--- config.mk ---
export PLATFORM = sky130hd
export DESIGN_NAME = fetch_decode
export DESIGN_NICKNAME = d
export VERILOG_FILES = /design/src/rtl/fetch_decode_pkg.sv /design/src/rtl/fetch_decode_decoder.sv /design/src/rtl/fetch_decode.sv
export SDC_FILE = /design/constraint.sdc
export NUM_CORES = 1
export LEC_CHECK = 0
export CORE_UTILIZATION = 45
export CTS_CLUSTER_SIZE = 24
export DETAILED_ROUTE_END_ITERATION = 10
export PLACE_DENSITY = 0.73
export SYNTH_ARGS = -nofsm -noshare
export SYNTH_HDL_FRONTEND = slang
export SYNTH_HIERARCHICAL = 1
export SYNTH_SLANG_ARGS = --single-unit
--- constraint.sdc ---
create_clock -name clk -period 3.1 [get_ports clk]
set_clock_uncertainty 0.15 [all_clocks]
set_input_delay 0.465 -clock clk [delete_from_list [all_inputs] [get_ports clk]]
set_output_delay 0.465 -clock clk [all_outputs]
set_load 0.005 [all_outputs]
--- src/rtl/fetch_decode_pkg.sv ---
// Shared types for the CHIP-8 front end: operation indices, fetch FSM states, reset PC.
package fetch_decode_pkg;

  localparam logic [11:0] PC_RESET_DEFAULT = 12'h200;

  typedef enum logic [7:0] {
    OP_NOP     = 8'd0,  OP_CLS     = 8'd1,  OP_RET     = 8'd2,  OP_JP      = 8'd3,
    OP_JP_V0   = 8'd4,  OP_CALL    = 8'd5,  OP_SE_IMM  = 8'd6,  OP_SE_REG  = 8'd7,
    OP_SNE_IMM = 8'd8,  OP_SNE_REG = 8'd9,  OP_LD_IMM  = 8'd10, OP_LD_REG  = 8'd11,
    OP_LD_I    = 8'd12, OP_LD_VX_DT= 8'd13, OP_LD_KEY  = 8'd14, OP_LD_DT   = 8'd15,
    OP_LD_ST   = 8'd16, OP_LD_FONT = 8'd17, OP_LD_BCD  = 8'd18, OP_STORE   = 8'd19,
    OP_LOAD    = 8'd20, OP_ADD_IMM = 8'd21, OP_ADD     = 8'd22, OP_RSVD    = 8'd23,
    OP_SUB     = 8'd24, OP_SUBN    = 8'd25, OP_OR      = 8'd26, OP_AND     = 8'd27,
    OP_XOR     = 8'd28, OP_SHR     = 8'd29, OP_SHL     = 8'd30, OP_RND     = 8'd31,
    OP_DRW     = 8'd32, OP_SKP     = 8'd33, OP_SKNP    = 8'd34
  } op_t;

  typedef enum logic [1:0] {S_HI, S_LO, S_CAP, S_VAL} fd_state_t;

endpackage

--- src/rtl/fetch_decode_decoder.sv ---
// Combinational CHIP-8 decoder: raw instruction to operation index, immediate and register selects.
module chip8_decoder
  import fetch_decode_pkg::*;
(
  input  logic [15:0] instr,
  output op_t         opcode,
  output logic [11:0] immediate,
  output logic        illegal,
  output logic [3:0]  x_sel,
  output logic [3:0]  y_sel
);

  logic [3:0] nib;
  logic [3:0] n;
  logic [7:0] kk;

  assign nib = instr[15:12];
  assign n   = instr[3:0];
  assign kk  = instr[7:0];

  // Bnnn jumps relative to V0, so the x read port is steered to register 0
  assign x_sel = (nib == 4'hB) ? 4'h0 : instr[11:8];
  assign y_sel = instr[7:4];

  always_comb begin
    opcode  = OP_NOP;
    illegal = 1'b0;
    case (nib)
      4'h0: begin
        if (instr == 16'h00E0)      opcode = OP_CLS;
        else if (instr == 16'h00EE) opcode = OP_RET;
      end
      4'h1: opcode = OP_JP;
      4'h2: opcode = OP_CALL;
      4'h3: opcode = OP_SE_IMM;
      4'h4: opcode = OP_SNE_IMM;
      4'h5: if (n == 4'h0) opcode = OP_SE_REG;  else illegal = 1'b1;
      4'h6: opcode = OP_LD_IMM;
      4'h7: opcode = OP_ADD_IMM;
      4'h8: begin
        case (n)
          4'h0: opcode = OP_LD_REG;
          4'h1: opcode = OP_OR;
          4'h2: opcode = OP_AND;
          4'h3: opcode = OP_XOR;
          4'h4: opcode = OP_ADD;
          4'h5: opcode = OP_SUB;
          4'h6: opcode = OP_SHR;
          4'h7: opcode = OP_SUBN;
          4'hE: opcode = OP_SHL;
          default: illegal = 1'b1;
        endcase
      end
      4'h9: if (n == 4'h0) opcode = OP_SNE_REG; else illegal = 1'b1;
      4'hA: opcode = OP_LD_I;
      4'hB: opcode = OP_JP_V0;
      4'hC: opcode = OP_RND;
      4'hD: opcode = OP_DRW;
      4'hE: begin
        case (kk)
          8'h9E:   opcode = OP_SKP;
          8'hA1:   opcode = OP_SKNP;
          default: illegal = 1'b1;
        endcase
      end
      default: begin
        case (kk)
          8'h07:   opcode = OP_LD_VX_DT;
          8'h0A:   opcode = OP_LD_KEY;
          8'h15:   opcode = OP_LD_DT;
          8'h18:   opcode = OP_LD_ST;
          8'h29:   opcode = OP_LD_FONT;
          8'h33:   opcode = OP_LD_BCD;
          8'h55:   opcode = OP_STORE;
          8'h65:   opcode = OP_LOAD;
          8'h1E:   opcode = OP_ADD;
          default: illegal = 1'b1;
        endcase
      end
    endcase
  end

  always_comb begin
    case (nib)
      4'h0, 4'h1, 4'h2, 4'hA, 4'hB:       immediate = instr[11:0];
      4'h3, 4'h4, 4'h6, 4'h7, 4'hC:       immediate = {4'h0, kk};
      4'hD:                               immediate = {8'h00, n};
      default:                            immediate = 12'h000;
    endcase
  end

endmodule

--- src/rtl/fetch_decode.sv ---
// CHIP-8 fetch/decode: two byte reads per instruction, bundle registered 3 cycles after S_HI (4 cycles min).
// Bundle is held bit-stable while stall=1; branching redirects the PC from any state.
module fetch_decode
  import fetch_decode_pkg::*;
#(
  parameter logic [11:0] PC_RESET = PC_RESET_DEFAULT
) (
  input  logic        clk,
  input  logic        rst,
  output logic        mem_rd,
  output logic [11:0] mem_addr,
  input  logic [7:0]  mem_data,
  output logic [3:0]  reg_x_sel,
  output logic [3:0]  reg_y_sel,
  input  logic [7:0]  reg_x_val,
  input  logic [7:0]  reg_y_val,
  input  logic        stall,
  input  logic        branching,
  input  logic [11:0] branch_target,
  output logic        valid,
  output logic [15:0] instruction,
  output logic [7:0]  opcode,
  output logic [7:0]  r1,
  output logic [7:0]  r2,
  output logic [3:0]  x_idx,
  output logic [11:0] immediate,
  output logic        illegal,
  output logic [11:0] pc_out
);

  fd_state_t   state;
  logic [11:0] pc;
  logic [7:0]  hi;
  logic [15:0] cap_instr;
  op_t         dec_op;
  logic [11:0] dec_imm;
  logic        dec_illegal;
  logic [3:0]  dec_x_sel;
  logic [3:0]  dec_y_sel;
  logic        cap_active;

  assign cap_instr  = {hi, mem_data};
  assign cap_active = (state == S_CAP) && !rst;

  chip8_decoder u_decoder (
    .instr     (cap_instr),
    .opcode    (dec_op),
    .immediate (dec_imm),
    .illegal   (dec_illegal),
    .x_sel     (dec_x_sel),
    .y_sel     (dec_y_sel)
  );

  assign mem_rd    = !rst && ((state == S_HI) || (state == S_LO));
  assign mem_addr  = !mem_rd ? 12'h000 : (state == S_LO) ? pc + 12'd1 : pc;
  // Selects only drive the register file while the bundle is being captured
  assign reg_x_sel = cap_active ? dec_x_sel : 4'h0;
  assign reg_y_sel = cap_active ? dec_y_sel : 4'h0;

  always_ff @(posedge clk) begin
    if (rst) begin
      state       <= S_HI;
      pc          <= PC_RESET;
      hi          <= 8'h00;
      valid       <= 1'b0;
      instruction <= 16'h0000;
      opcode      <= 8'h00;
      r1          <= 8'h00;
      r2          <= 8'h00;
      x_idx       <= 4'h0;
      immediate   <= 12'h000;
      illegal     <= 1'b0;
      pc_out      <= 12'h000;
    end else if (branching) begin
      pc    <= branch_target;
      valid <= 1'b0;
      state <= S_HI;
    end else begin
      case (state)
        S_HI: state <= S_LO;
        S_LO: begin
          hi    <= mem_data;
          state <= S_CAP;
        end
        S_CAP: begin
          instruction <= cap_instr;
          opcode      <= dec_op;
          r1          <= reg_x_val;
          r2          <= reg_y_val;
          x_idx       <= cap_instr[11:8];
          immediate   <= dec_imm;
          illegal     <= dec_illegal;
          pc_out      <= pc;
          valid       <= 1'b1;
          state       <= S_VAL;
        end
        S_VAL: begin
          if (!stall) begin
            pc    <= pc + 12'd2;
            valid <= 1'b0;
            state <= S_HI;
          end
        end
        default: state <= S_HI;
      endcase
    end
  end

endmodule

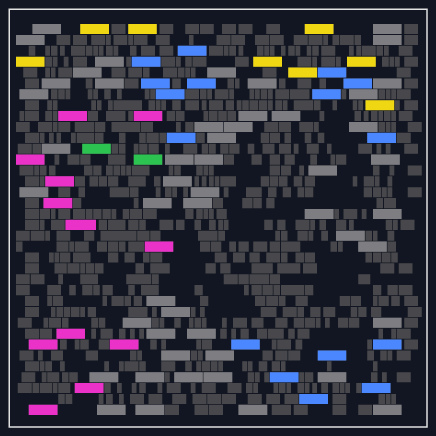
**Above:** sequential cells coloured by netlist name.
Scale: 4 px per um.
Green stands for state, placed flops 2. Magenta stands for pc, placed flops 12. Blue stands for instruction, placed flops 16. Yellow stands for r2, placed flops 8.
Power Sequential: 1.18 mW
Seq area share: 27.98%
post-route core utilization: 63.30%
storage element area: 1763 um2

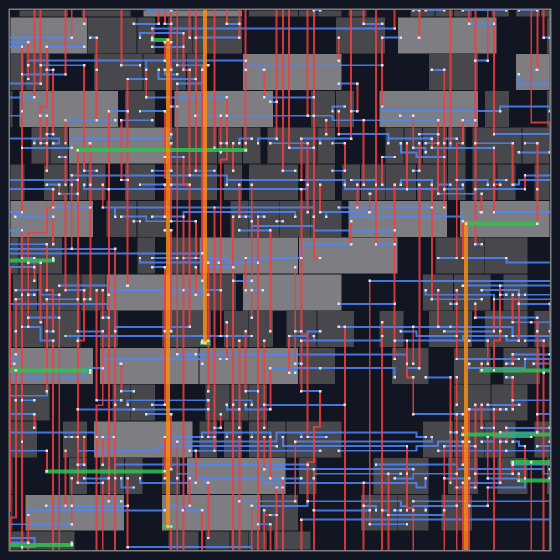
**Above:** layout detail.
Region (32, 53) to (72, 93) um. Cells in grey, sequential cells in the stronger grey; small squares are vias.
Orange stands for met4. Green stands for met3. Blue stands for met1. Red stands for met2.
Sequential cells in the window: 21. Most frequent: nand2_1 (33), dfxtp_1 (21), a21oi_1 (18). Netlist names of flops here include hi (8), instruction (5), immediate (4). 133 logic cells have their middle in the window.

==> impl_metrics.env <==
# flow metrics
export IMPL_critPathMaxStageDelay_ns=0.53
export IMPL_powerClk_uw=753
export IMPL_first_pass_iters=5
export IMPL_ys_cells=624
export IMPL_fin_tns_setup_ns=0
export IMPL_cts_sinks=88
export IMPL_ys_chip_area_um2=4686
export IMPL_setup_ws_ns=0.1143
export IMPL_ys_sh_aoi_pct=19.07
export IMPL_synthSimpleGateAreaFrac_pct=30.81
export IMPL_min_period_ns=2.986
export IMPL_mux_share_pct=0.4272
export IMPL_wl_met3_um=621
export IMPL_topCombFamilyByArea="simple AND/OR/NAND/NOR gates"
export IMPL_postRouteWirelength_um=14180
export IMPL_die_height_um=104.0
export IMPL_grt_max_degree=55
export IMPL_clockNetworkAreaShare_pct=2.879
export IMPL_comb_cells=471
export IMPL_hpwl_um=10040
export IMPL_worstSetupPathDepth=6
export IMPL_path_class="reg2out"
export IMPL_finalClockPeriodUsage_pct=96.31
export IMPL_worstHoldStart="instruction[2]$_SDFFE_PP0P_"
export IMPL_max_freq_mhz=334.9
export IMPL_path_buffers=2
export IMPL_cts_buffers_inserted=9
export IMPL_common_cells="nand2_1, a21oi_1, dfxtp_1, and2_1"
export IMPL_end_kind="output pin"
export IMPL_clkPwrFrac_pct=33.5
export IMPL_crit_start="state[1]$_SDFFE_PP0P_"
export IMPL_adder_share_pct=2.083
export IMPL_slew_violations=0
export IMPL_ys_ff=88
export IMPL_crit_arrival_ns=2.37
export IMPL_cts_tree="built"
export IMPL_top_layer="met4"
export IMPL_cp_required_ns=2.48
export IMPL_inv_count=11
export IMPL_bufAreaShareNonClock_pct=24.11
export IMPL_final_nets=784
export IMPL_routedWlPerCell_um=16.21
export IMPL_crit_chain="inv_1 > ha_4 > nand4_1 > or3_1 > a21oi_1 > clkdlybuf4s50_1"
export IMPL_drive_above_1_share_pct=8.221
export IMPL_antenna_found_initial=0
export IMPL_maxCapViolCount=0
export IMPL_worstSkewPairLatency_ns=0.37
export IMPL_swShare_pct=28.53
export IMPL_grtUsageMet2_pct=44.95
export IMPL_critical_path_top_delay_family="buffers and inverters"
export IMPL_edf_count=0
export IMPL_worst_slew_pin_slew_ns=0.6372
export IMPL_combPwrFrac_pct=14.1
export IMPL_synth_cells=624
export IMPL_clk_pin_slew_ns=0.10
export IMPL_combGateArea_um2=2630
export IMPL_reg2reg_to="pc[4]$_SDFFE_PP0P_"
export IMPL_yosysWarnings=6
export IMPL_grt_pass1_wl_um=23230
export IMPL_rsz0062_at_grt="false"
export IMPL_min_path_type="reg2reg"
export IMPL_num_antenna_cells=0
export IMPL_cts_root_buffer="clkbuf_8"
export IMPL_maxSlewHeadroom_pct=57.43
export IMPL_n_fill_cell=902
export IMPL_yosysUniqueCellTypes=67
export IMPL_die_area_um2=10820
export IMPL_cp_max_fo=12
export IMPL_synth_top_area_share_pct=37.60
export IMPL_core_um2=9955
export IMPL_route_met2_wl_um=7013
export IMPL_hold_path_cell_count=2
export IMPL_synth_top_cell_by_count="nand2_1"
export IMPL_globalRoute_totalOverflow=0
export IMPL_nWellTaps=133
export IMPL_setup_viol=0
export IMPL_pg_comb_uw=317
export IMPL_p_leak_nw=2.147
export IMPL_intPower_mw=1.608
export IMPL_cts_htree_levels=3
export IMPL_syn_to_final_growth_pct=34.47
export IMPL_vias_per_cell=5.319
export IMPL_finalHoldViolations=0
export IMPL_drc_errors=0
export IMPL_drt_initial_drc_count=235
export IMPL_log_warning_count=30
export IMPL_grt_busiest_layer="met2"
export IMPL_outcome="finished clean"
export IMPL_ff2ff_setup_slack_ns=1.02
export IMPL_rows=36
export IMPL_hold_buffers=0
export IMPL_area_leaders="dfxtp_1, nand2_1, a21oi_1"
export IMPL_clockBufferCount=9
export IMPL_crit_path_start_kind="flop"
export IMPL_flop_count=88
export IMPL_vias=4654
export IMPL_die_w_um=104.0
export IMPL_initCoreUtil_pct=47.07
export IMPL_detailedPlace_worstSlack_ns=0.3223
export IMPL_lay_top_cells="nand2_1, clkdlybuf4s50_1, a21oi_1"
export IMPL_vdd_drop_max_mv=0.2358
export IMPL_whs_endpoint="instruction[2]$_SDFFE_PP0P_"
export IMPL_top_power_group="sequential cells"
export IMPL_synthArstFlopShare_pct=0
export IMPL_pwr_share_seq_pct=52.4
export IMPL_antenna_left=0
export IMPL_gp_congestion=0.9049
export IMPL_power_density_nw_per_um2=357.0
export IMPL_synth_xor_area_share_pct=2.804
export IMPL_worstSetupEndpoint="mem_addr[6]"
export IMPL_n_all_buffers=156
export IMPL_grt_pass1_vias=4535
export IMPL_ys_seq_share_pct=37.60
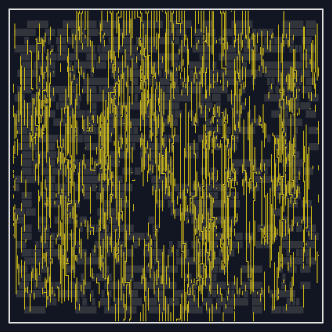
**Above:** signal wires on met2.
Scale: 3 px per um. Cells faint in the background.
The longest straight run is 47.9 um. 625 nets have wire on it.

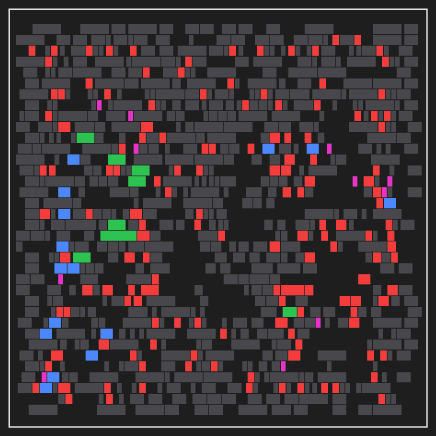
**Above:** selected gate families.
Scale: 4 px per um.
Green stands for adder and majority cells, cells 8, most used ha_1, where left middle. Magenta stands for inverters, cells 11, most used inv_1, where spread over the die. Red stands for inverting AOI/OAI gates, cells 143, most used a21oi_1, where spread over the die. Blue stands for XOR/XNOR gates, cells 15, most used xnor2_1.
final cell count without fillers: 875
fraction of area in multi-input gates: 41.74%
most frequent logic cell in the layout: nand2_1

==> state kept, by name, summed over array words and instances, names as in the netlist <==
name	flops
hi	8
illegal	1
immediate	12
instruction	16
opcode	8
pc	12
pc_out	12
r1	8
r2	8
state	2
valid	1
==> metrics by stage <==
step	std cells	power [mW]	util [%]	instance area (um2)	hold WS [ns]
finish	875	2.249	63.30	6301	0.3047
global route	875	2.358	63.30	6301	0.3269
floorplan	625	1.363	-	4690	0.3013
CTS	872	2.271	62.90	6261	0.3088
global placement	856	1.510	60.95	6067	0.2907
detailed placement	856	1.512	60.95	6067	0.2955
==> what timing repair did <==
item,4_1_cts,5_1_grt
pin swaps,0,1
endpoints found under the setup margin,6,5
resized,2,7
buffers inserted,0,3
Power is estimated from default activity; no workload was simulated.
